Fig. 1: run 1, supply network
Scale: 4 px per µm. Pins as bars on the die edge. Tap cells in gray.
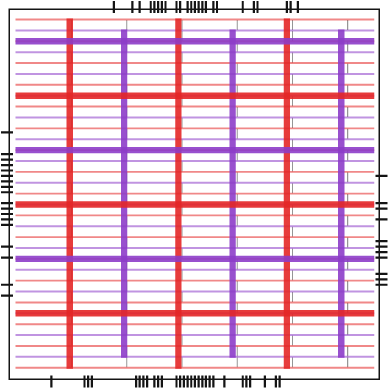
Fig. 2: run 1, placement by cell class
Scale: 4 px per µm. Fill, decap, tap and diode cells in gray.
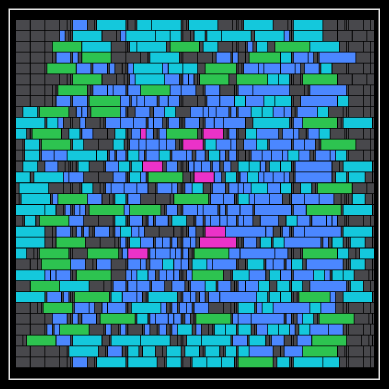
Fig. 3: run 1, clock distribution
Scale: 4 px per µm.
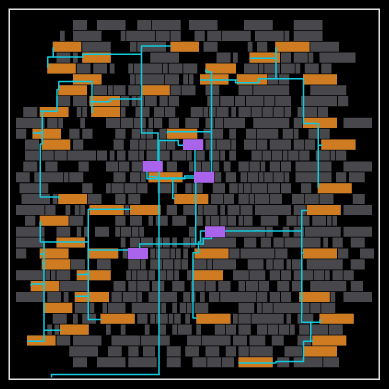
$ cat src/rtl/pc_unit_pkg.sv
// Shared defaults for the program-counter stage.
// Address/displacement widths, reset vector and the sequential increment.
package pc_unit_pkg;

    localparam int DEF_ADDR_W    = 16;
    localparam int DEF_DISP_W    = 8;
    localparam int DEF_RESET_VEC = 0;
    localparam int PC_INC        = 1;

endpackage

$ cat src/rtl/pc_target_gen.sv
// Next-PC selection: sign-extended branch adder and jump/link priority mux.
// Purely combinational; the owning stage decides when the result is committed.
module pc_target_gen
    import pc_unit_pkg::*;
#(
    parameter int ADDR_W = DEF_ADDR_W,
    parameter int DISP_W = DEF_DISP_W
) (
    input  logic [ADDR_W-1:0] i_pc,
    input  logic [ADDR_W-1:0] i_inst_pc,
    input  logic [ADDR_W-1:0] i_rtarget,
    input  logic [DISP_W-1:0] i_disp,
    input  logic              i_jal,
    input  logic              i_jmp,
    input  logic              i_branch,
    input  logic              i_next_inst,
    output logic [ADDR_W-1:0] o_next_pc,
    output logic              o_load_link,
    output logic              o_load_inst,
    output logic              o_redirect_next
);

    logic [ADDR_W-1:0] w_disp_sext;
    logic [ADDR_W-1:0] w_branch_tgt;
    logic [ADDR_W-1:0] w_seq_pc;

    assign w_disp_sext  = {{(ADDR_W-DISP_W){i_disp[DISP_W-1]}}, i_disp};
    // Branches are relative to the executing instruction, not the advanced PC.
    assign w_branch_tgt = i_inst_pc + w_disp_sext;
    assign w_seq_pc     = i_pc + ADDR_W'(PC_INC);

    always_comb begin
        o_next_pc       = i_pc;
        o_load_link     = 1'b0;
        o_load_inst     = 1'b0;
        o_redirect_next = 1'b0;
        if (i_jal) begin
            o_next_pc       = i_rtarget;
            o_load_link     = 1'b1;
            o_redirect_next = 1'b1;
        end else if (i_jmp) begin
            o_next_pc       = i_rtarget;
            o_redirect_next = 1'b1;
        end else if (i_branch) begin
            o_next_pc       = w_branch_tgt;
            o_redirect_next = 1'b1;
        end else if (i_next_inst) begin
            o_next_pc   = w_seq_pc;
            o_load_inst = 1'b1;
        end
    end

endmodule

$ cat src/rtl/pc_unit.sv
// Program-counter stage: PC, in-flight instruction address and JAL link.
// Commits pc_target_gen results under FSM strobes, with stall and reset gating.
module pc_unit
    import pc_unit_pkg::*;
#(
    parameter int ADDR_W    = DEF_ADDR_W,
    parameter int DISP_W    = DEF_DISP_W,
    parameter int RESET_VEC = DEF_RESET_VEC
) (
    input  logic              clk,
    input  logic              reset,
    input  logic              PCEN,
    input  logic              PCinstruction,
    input  logic              nextInstruction,
    input  logic              BranchEN,
    input  logic              JmpEN,
    input  logic              JALEN,
    input  logic              stall,
    input  logic [DISP_W-1:0] disp,
    input  logic [ADDR_W-1:0] rtarget,
    output logic [ADDR_W-1:0] pc,
    output logic [ADDR_W-1:0] inst_pc,
    output logic [ADDR_W-1:0] link,
    output logic              redirect
);

    logic [ADDR_W-1:0] r_pc;
    logic [ADDR_W-1:0] r_inst_pc;
    logic [ADDR_W-1:0] r_link;
    logic              r_redirect;

    logic [ADDR_W-1:0] w_next_pc;
    logic              w_load_link;
    logic              w_load_inst;
    logic              w_redirect_next;
    logic              w_update;

    assign w_update = PCEN && PCinstruction && !stall;

    pc_target_gen #(
        .ADDR_W (ADDR_W),
        .DISP_W (DISP_W)
    ) u_tgt (
        .i_pc            (r_pc),
        .i_inst_pc       (r_inst_pc),
        .i_rtarget       (rtarget),
        .i_disp          (disp),
        .i_jal           (JALEN),
        .i_jmp           (JmpEN),
        .i_branch        (BranchEN),
        .i_next_inst     (nextInstruction),
        .o_next_pc       (w_next_pc),
        .o_load_link     (w_load_link),
        .o_load_inst     (w_load_inst),
        .o_redirect_next (w_redirect_next)
    );

    // Reset wins over stall so a wedged memory wait cannot block restart.
    always_ff @(posedge clk) begin
        if (!reset) begin
            r_pc       <= ADDR_W'(RESET_VEC);
            r_inst_pc  <= ADDR_W'(RESET_VEC);
            r_link     <= '0;
            r_redirect <= 1'b0;
        end else if (w_update) begin
            r_pc       <= w_next_pc;
            r_redirect <= w_redirect_next;
            if (w_load_inst) begin
                r_inst_pc <= r_pc;
            end
            if (w_load_link) begin
                r_link <= r_pc;
            end
        end else begin
            r_redirect <= 1'b0;
        end
    end

    assign pc       = r_pc;
    assign inst_pc  = r_inst_pc;
    assign link     = r_link;
    assign redirect = r_redirect;

endmodule

$ cat config.mk
export PLATFORM = sky130hd
export DESIGN_NAME = pc_unit
export DESIGN_NICKNAME = d
export VERILOG_FILES = /design/src/rtl/pc_unit_pkg.sv /design/src/rtl/pc_target_gen.sv /design/src/rtl/pc_unit.sv
export SDC_FILE = /design/constraint.sdc
export NUM_CORES = 1
export LEC_CHECK = 0
export CAP_MARGIN = 0
export CORE_MARGIN = 1
export CORE_UTILIZATION = 40
export DETAILED_ROUTE_END_ITERATION = 8
export PLACE_DENSITY = 0.68
export SLEW_MARGIN = 15
export SYNTH_ARGS = -nofsm -noshare
export SYNTH_HDL_FRONTEND = slang
export SYNTH_HIERARCHICAL = 1
export SYNTH_SLANG_ARGS = --single-unit
$ cat constraint.sdc
create_clock -name clk -period 1.9 [get_ports clk]
set_clock_uncertainty 0.1 [all_clocks]
set_input_delay 0.285 -clock clk [delete_from_list [all_inputs] [get_ports clk]]
set_output_delay 0.285 -clock clk [all_outputs]
set_load 0.1 [all_outputs]
==> results.txt, run 1 <==
run results: outcome finished, violations left, failing checks negative setup slack, Final nets 584, final hold vios 0, count of library flops with an enable pin 0, Antenna Cells 0, die area 0.008491 mm², Biggest consumer sequential cells, post-route setup slack -375.3 ps, final non-filler cell total 637, final WL 11,070 µm, worst-path cell chain ha_1 > a211oi_2 > buf_4 > buf_4 > buf_4 > nor2_1 > o21ai_1 > a22oi_2 > a21oi_1 > o21ai_1 > nand2_1 > mux2i_1, XOR Share, Synth 0.05928, Top class by area combinational gates, CTS resizes 44, Signal buffers 167, Fillers 581, Top cell area share 0.3018, Lkg Pwr 0.002515 µW, clock buffer depth 2, Finished Cell Area 0.005579 mm², logic area 0.002365 mm², Num CTS Buffers 5, met2 routed WL 5261 µm, Final Power 2329 µW, WP data arrival 2350 ps, Worst-Margin Slew 341.0 ps, Worst EP required 1980 ps, internal power 1647 µW, dominant logic cell type in the layout nand2_1, most frequent cells in the layout nand2_1 (85), buf_4 (84), mux2i_1 (49), Final Max Slew Viols 0, Synth top cells by count nand2_1 (86), mux2i_1 (50), dfxtp_1 (49), Post-synth seq share 0.3018, Initial Utilization 0.4163, slowest cell on the critical path dfxtp_4, Sw Pwr 682.7 µW, yosys cell count 381, flops & latches, synth 49, total setup buffers inserted after CTS 10, gr ovfl total 0, top-level I/O count 82, Port Buffer Count 81, flop share of the area 0.1906, Post-CTS Hold Buffers 0, CP Capture Type register, setup tns final -3890 ps, reg2reg start inst_pc[1]$_SDFFE_PN0P_, largest net degree at the start of global routing 66, pre-CTS setup slack -744.7 ps, Crit Path Max Fanout 2, yosys adder share 0.06774, All-Layer GR Usage 0.2587, critical path depth 12, DRT antenna net count 0, initial antenna violation count 0, layout cell share with drive strength beyond 1 0.4037, Clock Buffer Count 8, clk slew on worst S/H paths 90 ps, Clock H-tree levels 2, distinct lib cells 50, multi-input combinational area share 0.4239, Gate power share 0.240, Dominant combinational family simple AND/OR/NAND/NOR gates, Buffers & Inverters on Critical Path 3, Placed Cells 615, worst r2r path cells 12, Hold Crit Start reset, RePlAce Congestion 0.9163, most popular library cell in the synthesized design by count nand2_1, R2R setup slack -380 ps, DR WL met3 630 µm, CP startpoint inst_pc[1]$_SDFFE_PN0P_, Tapcell Cnt 102, highest metal used met4, Syn Area/Cell 8.532 µm², cell mode on critical path buf_4, DR vias/cell 5.394, Critical Path Start Type register, tool warnings 29, grt met1 use 0.3450, WL met1 4978 µm, clk root buf clkbuf_8, Ys Warns 6, grt met2 use 0.4453, Max VDD drop 327.6 µV, aoi share 0.1486, met3 Use GR 0.03317, Hold Crit Class in -> reg, first-pass GRT wire length 17,240 µm, fraction of area in clock buffers and inverters 0.01996, drt drc 0, WL/cell 17.38 µm, Synth Instances 381, inverters 5, slowest cell delay on critical path 360 ps, post-route minimum period 2275 ps, Top area cell types dfxtp_1 (30%), mux2i_1 (15%), nand2_1 (9.9%), Cell Rows 32, # setup viols final 14, Mux cell area share 0.1540, Reg area 0.001064 mm², Hold Path Cell Cnt 4, DRT iter0 DRCs 255, maxcap violations 0, First-pass DRT Iterations 5, area grow syn2layout 71.63%, area figure in the yosys stat output 0.003251 mm², Slew headroom 0.7707, Seq cells 49, total number of vias 3,436, die width 92.15 µm
-- Fig. 1 (at the start) --
legend:
  VDD:
    color: purple
  VSS:
    color: red
rows: 32
met1 rails: 33

-- Fig. 2 (at the start) --
legend:
  combinational and other logic:
    color: blue
    cells: 311
  other buffers and delay cells:
    color: cyan
    cells: 167
  clock drivers and dummy loads:
    color: magenta
    cells: 8
  flops:
    color: green
    cells: 49

-- Fig. 3 (at the start) --
legend:
  clock drivers:
    color: purple
    count: 5
  clock wires:
    color: cyan
    length: 670 µm
  flip-flops:
    color: orange
    count: 49
routed clock nets: 6
Power Clock: 732 µW
Clock Latency Late Sink: 300 ps
clock power share: 0.314

Fig. 4: run 1, congestion heat map
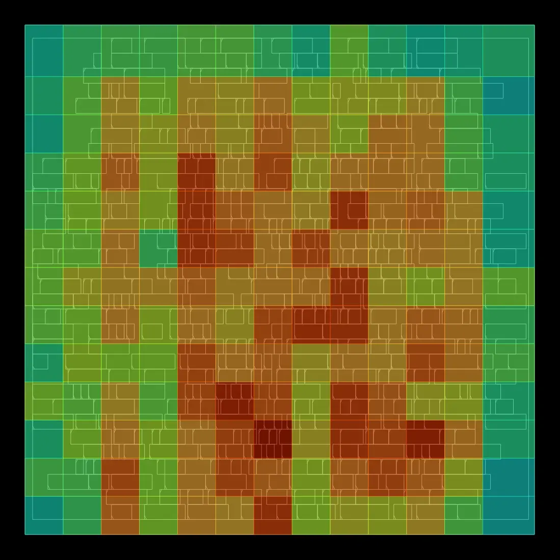

==> run 1 -> run 2 <==
--- a/config.mk
+++ b/config.mk
@@ -6,10 +6,12 @@
 export NUM_CORES = 1
 export LEC_CHECK = 0
 export CAP_MARGIN = 0
+export CELL_PAD_IN_SITES_DETAIL_PLACEMENT = 1
+export CELL_PAD_IN_SITES_GLOBAL_PLACEMENT = 1
 export CORE_MARGIN = 1
-export CORE_UTILIZATION = 40
+export CORE_UTILIZATION = 33
 export DETAILED_ROUTE_END_ITERATION = 8
-export PLACE_DENSITY = 0.68
+export PLACE_DENSITY = 0.8
 export SLEW_MARGIN = 15
 export SYNTH_ARGS = -nofsm -noshare
 export SYNTH_HDL_FRONTEND = slang
Fig. 5: run 2, congestion heat map
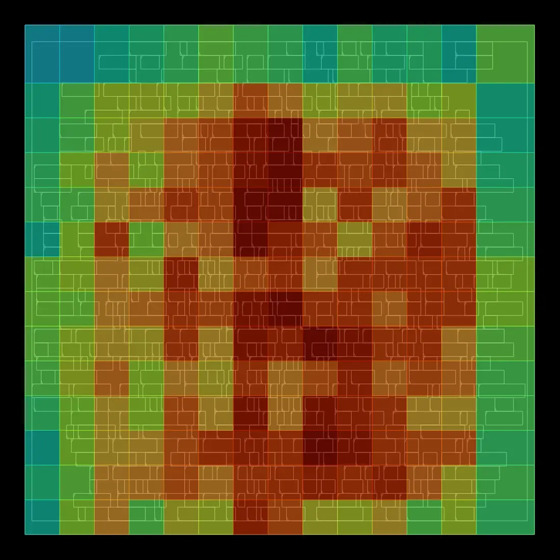
GRT busiest layer: met2
WL/cell: 24.07 µm
All-Layer GR Usage: 0.2761
grt met2 use: 0.4783

Fig. 6: run 2, clock distribution
Scale: 4 px per µm.
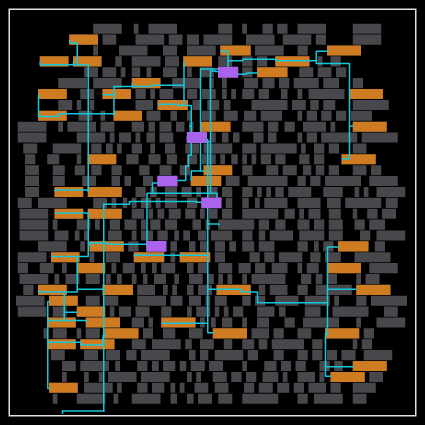
legend:
  clock drivers:
    color: purple
    count: 5
  clock wires:
    color: cyan
    length: 746 µm
  flip-flops:
    color: orange
    count: 49
routed clock nets: 6

==> run 2 against run 1 <==
- the flow still finishes with violations (negative setup slack)
- power increased by 3.4%
- die size is 21% higher
- global-route usage rose by 1.7 points
- non-clock buffer count grew 2
- sequential power about the same
- worst setup slack worse by 180 ps
- critical path type unchanged
- largest power group unchanged
- highest routed layer unchanged
==> results.txt, run 2 <==
run results: yosys adder share 0.06774, First-pass DRT Iterations 6, Clock Buffer Count 6, Clock Latency Late Sink 320 ps, XOR Share, Synth 0.05928, Power Clock 737 µW, Final nets 586, CP startpoint inst_pc[2]$_SDFFE_PN0P_, Dominant combinational family simple AND/OR/NAND/NOR gates, inverters 5, layout cell share with drive strength beyond 1 0.4358, unrepaired setup endpoints after global routing true, final WL 16,030 µm, failing checks negative setup slack, Die Y 101.3 µm, Reg area 0.001064 mm², Mux cell area share 0.1540, CTS resizes 42, Worst EP required 2000 ps, area figure in the yosys stat output 0.003251 mm², total setup buffers inserted after CTS 3, logic area 0.002506 mm², Ys Warns 6, Crit path max-delay family AND-OR/OR-AND gates, highest metal used met4, Hold Crit Start reset, final non-filler cell total 666, Sw Pwr 785.1 µW, final hold vios 0, # setup viols final 14, DRT antenna net count 0, Syn Area/Cell 8.532 µm², met2 routed WL 8005 µm, most popular library cell in the synthesized design by count nand2_1, Gate power share 0.262, Worst-Margin Slew 517.5 ps, most frequent cells in the layout nand2_1 (85), buf_4 (84), mux2i_1 (50), initial antenna violation count 0, Cell Rows 35, WP data arrival 2560 ps, count of library flops with an enable pin 0, reg2reg start inst_pc[2]$_SDFFE_PN0P_, clk slew on worst S/H paths 110 ps, distinct lib cells 50, first-pass GRT wire length 21,520 µm, Sequential Power Share 0.432, dominant logic cell type in the layout nand2_1, Tapcell Cnt 129, R2R Path End pc[11]$_SDFFE_PN0P_, area grow syn2layout 78.98%, worst r2r path cells 10, clk root buf clkbuf_8, Antenna Cells 0, gr ovfl total 0, critical path depth 10, Port Buffer Count 81, Hold Crit Endpoint link[15]$_SDFFE_PN0P_, Buffers & Inverters on Critical Path 1, Final Max Slew Viols 0, Post-synth seq share 0.3018, die width 101.3 µm, met3 Use GR 0.04003, post-route minimum period 2460 ps, grt met1 use 0.3356, tool warnings 29, die area 0.01025 mm², Initial Utilization 0.3469, final core utilization 0.6208, hpwl dp 9366 µm, flops & latches, synth 49, setup tns final -4940 ps, DR WL met3 919 µm, Hold Crit Class in -> reg, vias in the first global route 3,996, Synth Instances 381, mapped cell area 0.003251 mm², Hold Path Cell Cnt 4, fraction of registers with async set/reset 0, Finished Cell Area 0.005818 mm², flop share of the area 0.1828, placed cell areas 0.005298 mm², DR vias/cell 5.794, drt drc 0, Placed Cells 649, total number of vias 3,859, outcome finished, violations left, fraction of area in clock buffers and inverters 0.01806, Crit Path Max Fanout 3, pre-CTS setup slack -771.7 ps, fmax 0.4065 GHz, Top cell area share 0.3018, worst-path cell chain ha_4 > buf_4 > o21ai_2 > o21ai_4 > a211o_4 > a21oi_2 > xor2_1 > a21oi_1 > nand2_1 > mux2i_1, slowest cell delay on critical path 380 ps, Tcrit/Tclk final 1.295, yosys cell count 381, Critical Path Start Type register, Signal buffers 169, DRT iter0 DRCs 323, Synth top cells by count nand2_1 (86), mux2i_1 (50), dfxtp_1 (49), Top area cell types dfxtp_1 (30%), mux2i_1 (15%), nand2_1 (9.9%), clock buffer depth 2, Logic Gate Count 306, Sw Ratio 0.3258, Synth area leader dfxtp_1, maxcap violations 0, Hold WS 387.2 ps, Worst Setup Path Type reg -> reg, multi-input combinational area share 0.4308, Post-CTS Hold Buffers 0, Max VDD drop 266.5 µV, top-level I/O count 82, Top class by area combinational gates, CP Capture Type register, Fillers 1,038, largest net degree at the start of global routing 66, aoi share 0.1486, slowest cell on the critical path dfxtp_4, Num CTS Buffers 5, WL met1 6418 µm, CP endpoint pc[11]$_SDFFE_PN0P_, RePlAce Congestion 0.8674, Lkg Pwr 0.002573 µW, internal power 1625 µW, fraction of cell area in non-clock buffers 0.3374, Slew headroom 0.6514, post-route setup slack -560.0 ps, Biggest consumer sequential cells, Clock H-tree levels 2, Final Power 2410 µW, Seq cells 49, CTS tree done, R2R setup slack -560 ps, clock power share 0.306
No activity file was given, so power comes from the tool's default toggle rates.
